==> run_1/pins.png <==
Pins as bars across the die edge, other pins in gray.
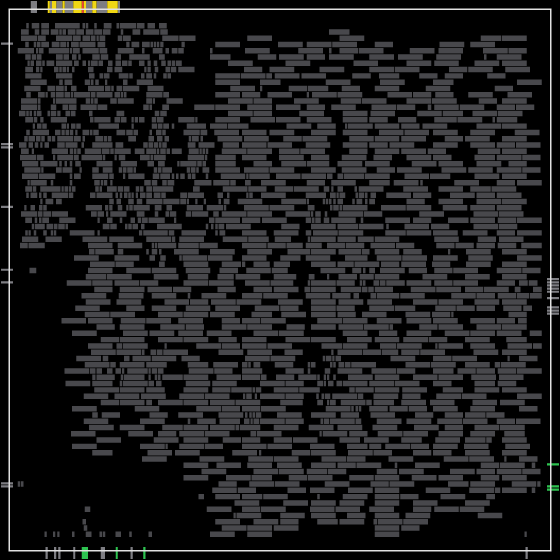
==> run_1/metal_stack.png <==
Two of the layers only.
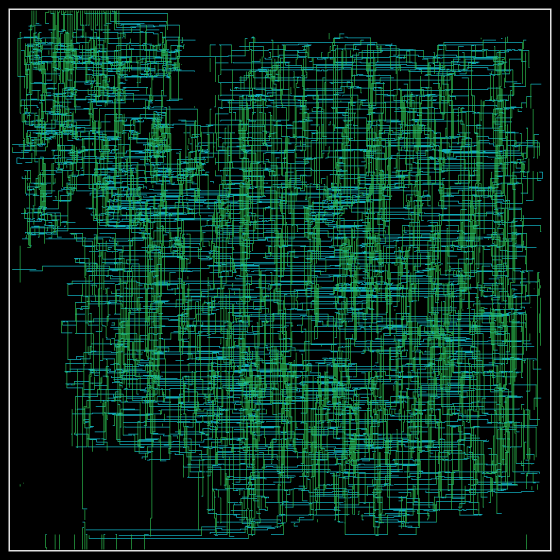
==> run_1/gate_families.png <==
Bar = 50 um.
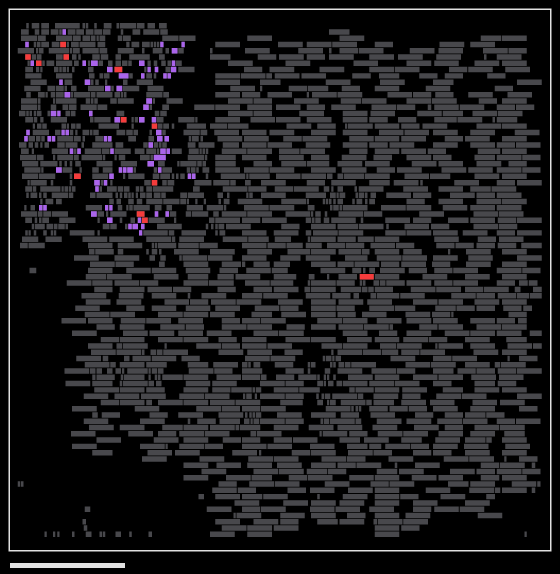
==> run_1/final_clocks.png <==
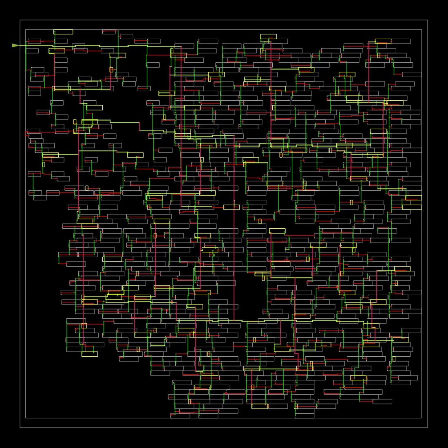
### src/rtl/manchester_frame_sink.sv
`default_nettype none
// ============================================================================
// Module  : manchester_frame_sink
// Purpose : Frames decoder bytes and optionally checks a CRC-8
//           (MANCHESTER_FRAME_CRC_EN). Good frames are buffered store-and-forward
//           and drained as AXI-Stream.
// Revision: 1.0
// ============================================================================
module manchester_frame_sink #(
    parameter int FRAME_SIZE = 4,
    parameter int DEPTH      = 64,
    parameter int TIMEOUT    = 1024
) (
    input  logic        aclk,
    input  logic        aresetn,
    input  logic [7:0]  decoded_byte,
    input  logic        byte_valid,
    output logic [7:0]  m_axis_tdata,
    output logic        m_axis_tvalid,
    input  logic        m_axis_tready,
    output logic        m_axis_tlast,
    output logic [15:0] frames_ok,
    output logic [15:0] crc_err_count,
    output logic [15:0] drop_count
);

    localparam int               c_aw       = $clog2(DEPTH);
    localparam int               c_iw       = $clog2(FRAME_SIZE);
    localparam int               c_tw       = $clog2(TIMEOUT) + 1;
    localparam logic [c_aw:0]    c_depth    = (c_aw + 1)'(DEPTH);
    localparam logic [c_iw-1:0]  c_last_idx = c_iw'(FRAME_SIZE - 1);
    localparam logic [c_tw-1:0]  c_tmo      = c_tw'(TIMEOUT - 1);
`ifdef MANCHESTER_FRAME_CRC_EN
    localparam logic [c_iw-1:0]  c_last_pay = c_iw'(FRAME_SIZE - 2);
`else
    localparam logic [c_iw-1:0]  c_last_pay = c_last_idx;
`endif

    logic [8:0]      r_mem [DEPTH];
    logic [c_aw:0]   r_wr_ptr;
    logic [c_aw:0]   r_commit_ptr;
    logic [c_aw:0]   r_rd_ptr;
    logic [c_iw-1:0] r_idx;
    logic            r_ovf;
    logic [c_tw-1:0] r_idle;
    logic [15:0]     r_frames_ok;
    logic [15:0]     r_drop;

    logic [c_aw:0]   w_used;
    logic            w_full;
    logic            w_end;
    logic            w_pay;
    logic            w_write;
    logic            w_ovf_now;
    logic            w_timeout;
    logic            w_rd;
    logic [8:0]      w_head;

    function automatic logic [15:0] sat_inc(input logic [15:0] v);
        return (v == 16'hFFFF) ? v : v + 16'd1;
    endfunction

`ifdef MANCHESTER_FRAME_CRC_EN
    logic [7:0]  r_crc;
    logic [15:0] r_crc_err;
    logic [7:0]  w_crc_next;

    // CRC-8, poly 0x07, MSB first
    function automatic logic [7:0] crc8(input logic [7:0] crc, input logic [7:0] d);
        logic [7:0] c;
        c = crc ^ d;
        for (int i = 0; i < 8; i++) begin
            c = c[7] ? ((c << 1) ^ 8'h07) : (c << 1);
        end
        return c;
    endfunction

    assign w_crc_next    = crc8(r_crc, decoded_byte);
    assign w_pay         = byte_valid && (r_idx != c_last_idx);
    assign crc_err_count = r_crc_err;
`else
    assign w_pay         = byte_valid;
    assign crc_err_count = 16'd0;
`endif

    assign w_used    = r_wr_ptr - r_rd_ptr;
    assign w_full    = (w_used == c_depth);
    assign w_end     = byte_valid && (r_idx == c_last_idx);
    assign w_write   = w_pay && !w_full;
    assign w_ovf_now = r_ovf || (w_pay && w_full);
    assign w_timeout = !byte_valid && (r_idx != '0) && (r_idle == c_tmo);
    assign w_rd      = m_axis_tvalid && m_axis_tready;

    assign w_head        = r_mem[r_rd_ptr[c_aw-1:0]];
    assign m_axis_tvalid = (r_rd_ptr != r_commit_ptr);
    assign m_axis_tdata  = w_head[7:0];
    // Gate tlast with tvalid so never-written entries cannot leak out
    assign m_axis_tlast  = m_axis_tvalid && w_head[8];
    assign frames_ok     = r_frames_ok;
    assign drop_count    = r_drop;

    always_ff @(posedge aclk) begin
        if (w_write) begin
            r_mem[r_wr_ptr[c_aw-1:0]] <= {(r_idx == c_last_pay), decoded_byte};
        end
    end

    always_ff @(posedge aclk) begin
        if (!aresetn) begin
            r_wr_ptr     <= '0;
            r_commit_ptr <= '0;
            r_rd_ptr     <= '0;
            r_idx        <= '0;
            r_ovf        <= 1'b0;
            r_idle       <= '0;
            r_frames_ok  <= 16'd0;
            r_drop       <= 16'd0;
`ifdef MANCHESTER_FRAME_CRC_EN
            r_crc        <= 8'd0;
            r_crc_err    <= 16'd0;
`endif
        end else begin
            if (w_rd) begin
                r_rd_ptr <= r_rd_ptr + 1'b1;
            end

            if (byte_valid || w_timeout || (r_idx == '0)) begin
                r_idle <= '0;
            end else begin
                r_idle <= r_idle + 1'b1;
            end

            if (w_write) begin
                r_wr_ptr <= r_wr_ptr + 1'b1;
            end

            if (w_end) begin
                r_idx <= '0;
                r_ovf <= 1'b0;
`ifdef MANCHESTER_FRAME_CRC_EN
                r_crc <= 8'd0;
`endif
                if (w_ovf_now) begin
                    r_wr_ptr <= r_commit_ptr;
                    r_drop   <= sat_inc(r_drop);
`ifdef MANCHESTER_FRAME_CRC_EN
                end else if (r_crc != decoded_byte) begin
                    r_wr_ptr  <= r_commit_ptr;
                    r_crc_err <= sat_inc(r_crc_err);
`endif
                end else begin
                    r_commit_ptr <= w_write ? r_wr_ptr + 1'b1 : r_wr_ptr;
                    r_frames_ok  <= sat_inc(r_frames_ok);
                end
            end else if (byte_valid) begin
                r_idx <= r_idx + 1'b1;
                if (w_pay && w_full) begin
                    r_ovf <= 1'b1;
                end
`ifdef MANCHESTER_FRAME_CRC_EN
                r_crc <= w_crc_next;
`endif
            end else if (w_timeout) begin
                r_wr_ptr <= r_commit_ptr;
                r_idx    <= '0;
                r_ovf    <= 1'b0;
                r_drop   <= sat_inc(r_drop);
`ifdef MANCHESTER_FRAME_CRC_EN
                r_crc    <= 8'd0;
`endif
            end
        end
    end

endmodule
`default_nettype wire

### config.mk
export PLATFORM = sky130hd
export DESIGN_NAME = manchester_frame_sink
export DESIGN_NICKNAME = d
export VERILOG_FILES = /design/src/rtl/manchester_frame_sink.sv
export SDC_FILE = /design/constraint.sdc
export NUM_CORES = 1
export LEC_CHECK = 0
export CORE_MARGIN = 3
export CORE_UTILIZATION = 50
export DETAILED_ROUTE_END_ITERATION = 8
export PLACE_DENSITY = 0.66
export SLEW_MARGIN = 20
export SYNTH_ARGS = -nofsm -noshare
export SYNTH_HDL_FRONTEND = slang
export SYNTH_SLANG_ARGS = --single-unit
### constraint.sdc
create_clock -name aclk -period 4.2 [get_ports aclk]
set_clock_uncertainty 0.2 [all_clocks]
set_input_delay 1.26 -clock aclk [delete_from_list [all_inputs] [get_ports aclk]]
set_output_delay 1.26 -clock aclk [all_outputs]
set_load 0.05 [all_outputs]
==> results.txt, run 1 <==
Implementation summary

The yosys warning tally is 0. The amount of wire on met3 after detailed routing is 5040 um. The primary flip-flop cell chosen by synthesis mapping is sky130_fd_sc_hd__edfxtp_1. The final reports fail on setup timing.

The post-synth design cell area is 25,970 um^2. For this run, the script counts the antenna cells in the layout as 0. Looking at the setup timing report, the critical path kind is reg2out.

The worst hold margin is between 0.2 and 0.3 ns. The highest routing layer actually used is met5. The area growth from synthesis to layout is 17.49%.

Setup repair after global routing could not meet its margin everywhere. The maximum operating frequency is 216.3 MHz. The number of inserted filler cells in the final layout is 3,618. The count of unique library cells instantiated by Yosys is 56. The root buffer cell chosen for the clock tree is sky130_fd_sc_hd__clkbuf_16. The completed layout was analyzed and its total power is 14,210 uW. The total track usage is between 20% and 30%.

The data required time of the worst path is 2.74 ns. The number of antenna violations at the first check in global routing is 2. By instance count after routing, the leading logic cell type is sky130_fd_sc_hd__edfxtp_1. Summing all placed instances gives a cell area of between 20,000 and 30,000 um^2. The post-synth area from yosys stat is between 20,000 and 30,000 um^2. Cells fill 60.20% of the core in the end.

By count the netlist is led by sky130_fd_sc_hd__edfxtp_1, sky130_fd_sc_hd__mux4_2, sky130_fd_sc_hd__nor2_1. The length of routed wiring on met1 is 24,860 um. STA classifies the critical path startpoint as a register. The clock transition at the register clock pins on the worst setup and hold paths after CTS is 0.06 ns. Per the power-grid run, VDD falls by no more than 0.2790 mV. STA puts the critical path data arrival time at 3.16 ns.

The synthesis stats list as the most numerous cell sky130_fd_sc_hd__edfxtp_1. The I/O pin count is approximately 70. The largest total area in the synthesized netlist belongs to sky130_fd_sc_hd__edfxtp_1. The routed layout reports a DRC error count of 0. The number of nets in the layout is 1,563. The synthesized netlist was found by Yosys to have 1,352 cells. Looking at hold timing, the worst path starts from r_idle[0]$_SDFF_PP0_. The slew at the pin with the worst max-slew slack is 0.9024 ns. In the log, the iteration count for the first detailed-route pass is 5. The clock period minus worst slack is 4.623 ns. The horizontal die dimension reported for this design is 233.9 um. The average size of a mapped cell is 19.21 um^2. Row generation in the floorplan step produced about 82 rows. Per the log, the first TritonRoute iteration ended with a DRC count of roughly 1,400.

The deepest clock path buffer count is 3. The first global-routing pass estimated 89,340 um of wire. The final weighted congestion of routability-driven global placement is approximately 0.79. The tool flagged a number of max-cap violations equal to 0. The critical path in the final layout is reported with a setup slack of -0.4232 ns. The leakage component of the power is about 0.0097 uW.

The count of final setup violators is 9. The count of H-tree levels built during CTS is 3. By area the synthesized netlist is led by sky130_fd_sc_hd__edfxtp_1, sky130_fd_sc_hd__mux4_2, sky130_fd_sc_hd__dfxtp_1, sky130_fd_sc_hd__nor2_1, sky130_fd_sc_hd__xnor2_1. The post-synthesis async set-or-reset flop share is 0%. The most common logic cells in the final layout are sky130_fd_sc_hd__edfxtp_1, sky130_fd_sc_hd__mux4_2, sky130_fd_sc_hd__nor2_1. The combined area of the multi-input logic cells is 6758 um^2. The total power divided by cell area is 465.7 nW/um^2. The initial core utilization is between 50% and 60%. The class of the tightest hold or removal check is reg2reg. The worst-case headroom to the max-slew limit is 39.84%. The flow ran to the end, but the final reports show violations.

The maximum number of pins on one net before global-route repair is 65. The total detailed-routing wirelength is 60,550 um. The register area is 18,770 um^2. The overall via count from detail_route is 13,570. The startpoint of the most critical register-to-register path is r_rd_ptr[5]$_SDFFE_PN0P_. The via count of the first global-routing pass is around 14,000. The via density per instance is approximately 6.0. Along the worst path, the maximum fanout reaches 7.
-- pins.png (at the start) --
Green is decoded_byte, pins 8, direction input, edge 5 bottom, 3 right. Yellow is drop_count, pins 16, direction output, edge top. Red is aresetn, pins 1, direction input, edge top.

-- metal_stack.png (at the start) --
Cyan is met1, wire length 24.9 mm. Green is met2, wire length 29.4 mm.

-- gate_families.png (at the start) --
Red is AND-OR and OR-AND gates, cells 12, where upper left. Purple is inverting AOI/OAI gates, cells 74, where upper left.

-- final_clocks.png (at the start) --
Num Clock Sinks: 649
Clk. pwr: 5830 uW
# clk buffers: 93
Seq cells: 649
number of buffers created by CTS: 68

==> run 1: logic make-up (layout without fill, tap and decap cells) <==
family,Yosys count,after routing,share of synthesized area (%)
adder cells (fa/ha/maj),13,13,0.6264
flip-flops,649,649,72.23
AND-OR/OR-AND,86,86,2.134
other,1,16,0.01444
AND/OR/NAND/NOR,266,266,5.045
buffers and inverters,103,325,2.014
multiplexers,202,202,16.85
XOR/XNOR,32,32,1.079
==> run 1: report_power, final <==
part           total (uW)  internal [uW]  switching, uW
sequential           7110           7070           34.1
clock                5830           3470           2360
combinational        1270            572            701
total               14200          11100           3090
==> run 1: critical path, stage by stage, from the launching register on <==
cell	delay [ns]
sky130_fd_sc_hd__dfxtp_4	0.39
sky130_fd_sc_hd__buf_12	0.18
sky130_fd_sc_hd__buf_16	0.15
sky130_fd_sc_hd__mux4_2	0.55
sky130_fd_sc_hd__mux4_2	0.56
sky130_fd_sc_hd__mux4_2	0.54
sky130_fd_sc_hd__buf_6	0.18
==> run 1: per-stage QoR <==
step           std cells  worst slack [ns]
2_1_floorplan       1367            0.2316
3_3_place_gp        2124            0.1497
3_5_place_dp        2124            0.1315
4_1_cts             2259           -0.4591
5_1_grt             2261           -0.4657
6_report            2261           -0.4232
==> run 1: per-layer routing <==
layer  vias up  global-route usage, %
met2       490                  35.85
met3        93                  6.378
met1      7146                  31.74
met5         -                      0
met4         2                  5.528
li1       5835                      -
==> run 1: flip-flops by register name, summed over array words and instances (netlist names), named ones only <==
signal	flops
r_idle	11
drop_count	16
r_rd_ptr	7
r_idx	2
r_wr_ptr	7
r_mem	576
r_commit_ptr	7
frames_ok	16
r_ovf	1
==> run 1: path summary, 6_finish.rpt <==
path                            endpoint  depth (start not counted)  slack [ns]
hold reg to reg     r_idle[0]$_SDFF_PP0_                          1        0.27
setup / recovery         m_axis_tdata[0]                          6       -0.42
hold / removal      r_idle[0]$_SDFF_PP0_                          1        0.27
setup reg to reg  r_mem[45][0]$_DFFE_PP_                         10        0.43
==> run 1: area by class of cell <==
type / instances / share of cell area [%]
sequential: 649 / 61.52
multi-input combinational: 615 / 22.15
clock inverter: 28 / 0.8202
inverter: 22 / 0.2707
clock buffer: 93 / 6.234
tap: 672 / 2.756
timing repair buffer: 182 / 6.254
==> run 1: timing repair <==
item | CTS | global route
gates resized | 28 | 1
hold buffers | 0 | 0
gates cloned | 7 | 3
buffers inserted | 7 | 1
endpoints found under the hold margin | 0 | 0
setup endpoints to repair | 10 | 9
==> run 2, diff against run 1 <==
==> constraint.sdc (replaced) <==
create_clock -name aclk -period 4.6 [get_ports aclk]
set_clock_uncertainty 0.2 [all_clocks]
set_input_delay 1.38 -clock aclk [delete_from_list [all_inputs] [get_ports aclk]]
set_output_delay 1.38 -clock aclk [all_outputs]
set_load 0.05 [all_outputs]
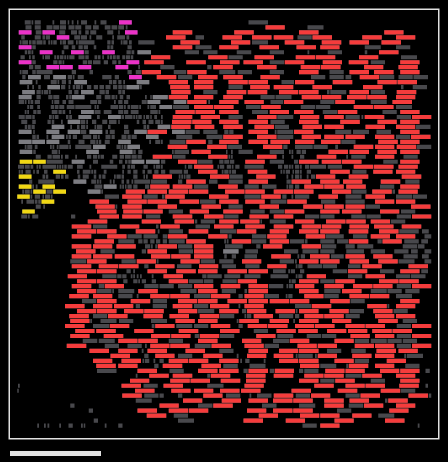
(run_2/registers.png)
Bar = 50 um. Other sequential cells in the stronger gray, the rest of the logic in the fainter gray.
Magenta is drop_count, placed flops 16, where upper left. Yellow is r_idle, placed flops 11, where middle left. Red is r_mem, placed flops 576, where widely spread.
Another 46 sequential cells are not colored.

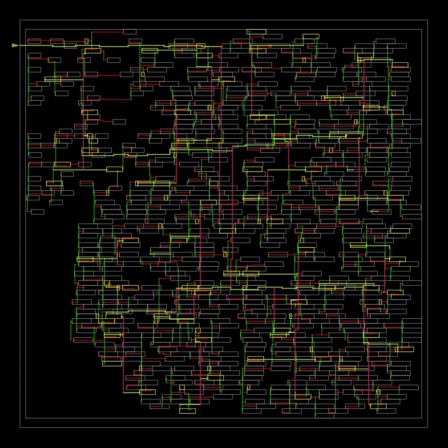
(run_2/final_clocks.png)
latest clock arrival within the worst-skew pair: 0.58 ns
Clk. pwr: 5210 uW
number of buffers created by CTS: 67
# clk buffers: 84

==> results.txt, run 2 <==
Implementation summary

The flow ran to the end, but the final reports show violations. The checks that failed: setup timing. Looking at the worst setup and hold paths, the clock pins of their registers show a slew of about 0.06 ns.

The final cycle utilization of the critical path is 103.2%. The total track usage is about 22%. The worst hold margin is about 0.26 ns. The number of antenna violations at the first check in global routing is 1. The net load switching power is 2786 uW. The area recorded from the Yosys report for this design is 25,970 um^2.

The critical path in this run is classified as reg2out. The count of warning messages emitted by the tools is 29. The cell area after layout is 30,190 um^2. By instance count after routing, the leading logic cell types are sky130_fd_sc_hd__edfxtp_1, sky130_fd_sc_hd__mux4_2, sky130_fd_sc_hd__nor2_1.

The area of the die is 54,710 um^2. The overall die width is 233.9 um. The count of nets left with antenna violations after detail routing is 0. The CTS log lists the clock sinks for this run as 649. In this run the biggest area consumer among cell types represents around two thirds of the synthesized area.

Once layout is complete, the utilization of the core stands at 59.57%. After layout, the worst setup slack is -0.1458 ns. The data required time of the worst path is just over 3 ns.

The global-route wire length before repair is 86,640 um. The share of the core area taken by cells at floorplan is 51.24%. For reference, the final report shows the max-slew violation count at 0. In the synthesized netlist the async set-or-reset flop fraction comes to 0%. The global-route congestion overflow total is 0.

TritonCTS built the clock tree. VDD sags by at most about 0.27 mV. The post-placement cell area is 27,810 um^2. The cts-stage hold buffer count is 0.

Routability-driven placement finished with a final weighted congestion of roughly 0.8. The top cell type by instance count after synthesis is sky130_fd_sc_hd__edfxtp_1. The critical-path maximum fanout is 8. The yosys warning tally is 0.

For this run, design rule violations remaining after detail routing come to 0. The worst-case headroom to the max-slew limit is between 30 and 40%. The clock period minus worst slack is roughly 4.7 ns.

The number of enable flip-flop cells is 576. The count of H-tree levels built during CTS is 3. The buffer cell driving the clock tree root is sky130_fd_sc_hd__clkbuf_16.

The fraction of power spent switching nets is 21.79%. Total power normalized to cell area comes to 423.5 nW/um^2. The number of nets in the layout is 1,543. Setup repair after global routing could not meet its margin everywhere. The final antenna diode tally reported by the flow is 0.

The average size of a mapped cell is 19.21 um^2. The flow reports that combinational logic draws 8.4% of the design power. The total detailed-routing wirelength is 58,120 um. The deepest clock path buffer count is 3. The cell count after synthesis is 1,352.

The tally of buffers added on design ports is 53. Across the run, the number of max-cap violations was 0. Counting flops and latches in the post-synthesis netlist gives 649. In the Yosys report the total cell count is between 1,000 and 1,500. The number of DRC markers in iteration 0 is between 1,000 and 1,500.

STA classifies the critical path startpoint as a register. The overall via count from detail_route is 13,230. The part of the total power dissipated in the clock network is 40.8%. Entering global routing, the biggest net connects approximately 65 pins.

The area growth from synthesis to layout is 16.26%. By instance count after routing, the leading logic cell type is sky130_fd_sc_hd__edfxtp_1. The flow reports an fmax of 210.7 MHz. The script logs the ratio of routed vias to standard cells as 5.916.

The routed design shows a wire length per standard cell of around 26 um. Checking hold timing, the worst path is listed with class reg2reg. The post-detailed-placement half-perimeter wirelength is 35,970 um. The flip-flop count of the largest register after layout is 576.

The share of final-layout standard cells stronger than drive strength 1 is approximately 27%. The via count of the first global-routing pass was ~13,000. The worst path arrival time is 3.17 ns. According to the floorplan report, the placeable core area is 50,680 um^2. The proportion of power drawn by flip-flops and latches is 50.8%. The cell type contributing the most total cell area after synthesis is sky130_fd_sc_hd__edfxtp_1. In the log, the iteration count for the first detailed-route pass is 5. The final-report hold violation count is 0. The count of final setup violators is 9.

By area the synthesized netlist is led by sky130_fd_sc_hd__edfxtp_1, sky130_fd_sc_hd__mux4_2, sky130_fd_sc_hd__dfxtp_1, sky130_fd_sc_hd__nor2_1, sky130_fd_sc_hd__xnor2_1. The nature of the critical path endpoint is a primary output. The internal power of the cells totals ~10,000 uW. The slew at the pin with the worst max-slew slack is 0.9207 ns.

The leakage component of the power is 0.009524 uW. After synthesis, the netlist uses between 50 and 60 different library cells. The post-synth design cell area is 25,970 um^2. The vertical extent of the die is 233.9 um.

Pin placement for this block handled approximately 70 I/O pins. The part of the Yosys area used for sequential elements is 72.23%. The commonest cells after synthesis are sky130_fd_sc_hd__edfxtp_1, sky130_fd_sc_hd__mux4_2, sky130_fd_sc_hd__nor2_1. The site row count is just over 80.

The primary flip-flop cell chosen by synthesis mapping is sky130_fd_sc_hd__edfxtp_1.
-- run 2: power groups by stage --
stage | Sequential [uW] | Clock, uW | Combinational, uW
2_1_floorplan | 6600 | 0 | 673
3_3_place_gp | 6620 | 0 | 996
3_5_place_dp | 6620 | 0 | 1010
4_1_cts | 6490 | 5310 | 1080
5_1_grt | 6500 | 5550 | 1150
6_report | 6490 | 5210 | 1080
-- run 2: timing repair --
action / in CTS / in global routing
endpoints found under the setup margin: 9 / 9
resized: 20 / 2
hold endpoints to repair: 0 / 0
buffers inserted: 4 / 1
gates cloned: 3 / 4
-- run 2: critical path, cell delays in order (launching register included) --
cell and delay [ns]:
sky130_fd_sc_hd__dfxtp_4 0.44, sky130_fd_sc_hd__buf_4 0.17, sky130_fd_sc_hd__clkbuf_16 0.17, sky130_fd_sc_hd__mux4_2 0.54, sky130_fd_sc_hd__mux4_2 0.53, sky130_fd_sc_hd__mux4_2 0.54, sky130_fd_sc_hd__buf_6 0.18
-- run 2: metrics by stage --
stage	TNS, ns	setup WS, ns	power (uW)	instances
3_5_place_dp	0	0.3043	7631	2111
5_1_grt	-1.641	-0.1966	13200	2237
2_1_floorplan	0	0.5116	7278	1367
4_1_cts	-1.514	-0.1785	12890	2234
6_report	-1.001	-0.1458	12790	2237
3_3_place_gp	0	0.3098	7614	2111
-- run 2: kinds of logic (layout without fill, tap and decap cells) --
| group | after synthesis | after routing | share of synthesized area (%) |
|---|---|---|---|
| xor gates and xnor gates | 32 | 32 | 1.079 |
| buffers and inverters | 103 | 301 | 2.014 |
| adders and majority gates | 13 | 13 | 0.6264 |
| other | 1 | 16 | 0.01444 |
| and+or+nand+nor | 266 | 266 | 5.045 |
| DFF | 649 | 649 | 72.23 |
| AOI/OAI and AO/OA | 86 | 86 | 2.134 |
| muxes | 202 | 202 | 16.85 |
-- run 2: worst paths after layout --
check,start,end,slack [ns],depth (start not counted)
setup / recovery,register,m_axis_tdata[2],-0.15,6
setup reg to reg,r_wr_ptr[0]$_SDFF_PN0_,r_mem[21][4]$_DFFE_PP_,0.65,9
hold reg to reg,r_idle[0]$_SDFF_PP0_,r_idle[0]$_SDFF_PP0_,0.26,1
hold / removal,r_idle[0]$_SDFF_PP0_,r_idle[0]$_SDFF_PP0_,0.26,1
-- run 2: final cells by class --
class	count	area (um^2)
Clock buffer	84	1813
Clock inverter	32	287.8
Fill cell	3713	20490
Inverter	22	82.58
Multi-Input combinational cell	615	6758
Sequential cell	649	18770
Tap cell	672	840.8
Timing Repair Buffer	163	1640
-- run 2: per-layer routing --
| metal | GRT usage, % | vias to the layer above | part of all wire, % | wire, um |
|---|---|---|---|---|
| li1 | - | 5790 | - | - |
| met1 | 30.52 | 6964 | 42 | 24150 |
| met2 | 36.10 | 403 | 50 | 29290 |
| met3 | 4.118 | 75 | 5.9 | 3429 |
| met4 | 5.126 | 2 | 2.1 | 1240 |
| met5 | 0 | - | 0.015 | 9 |
No activity file was given, so power comes from the tool's default toggle rates.
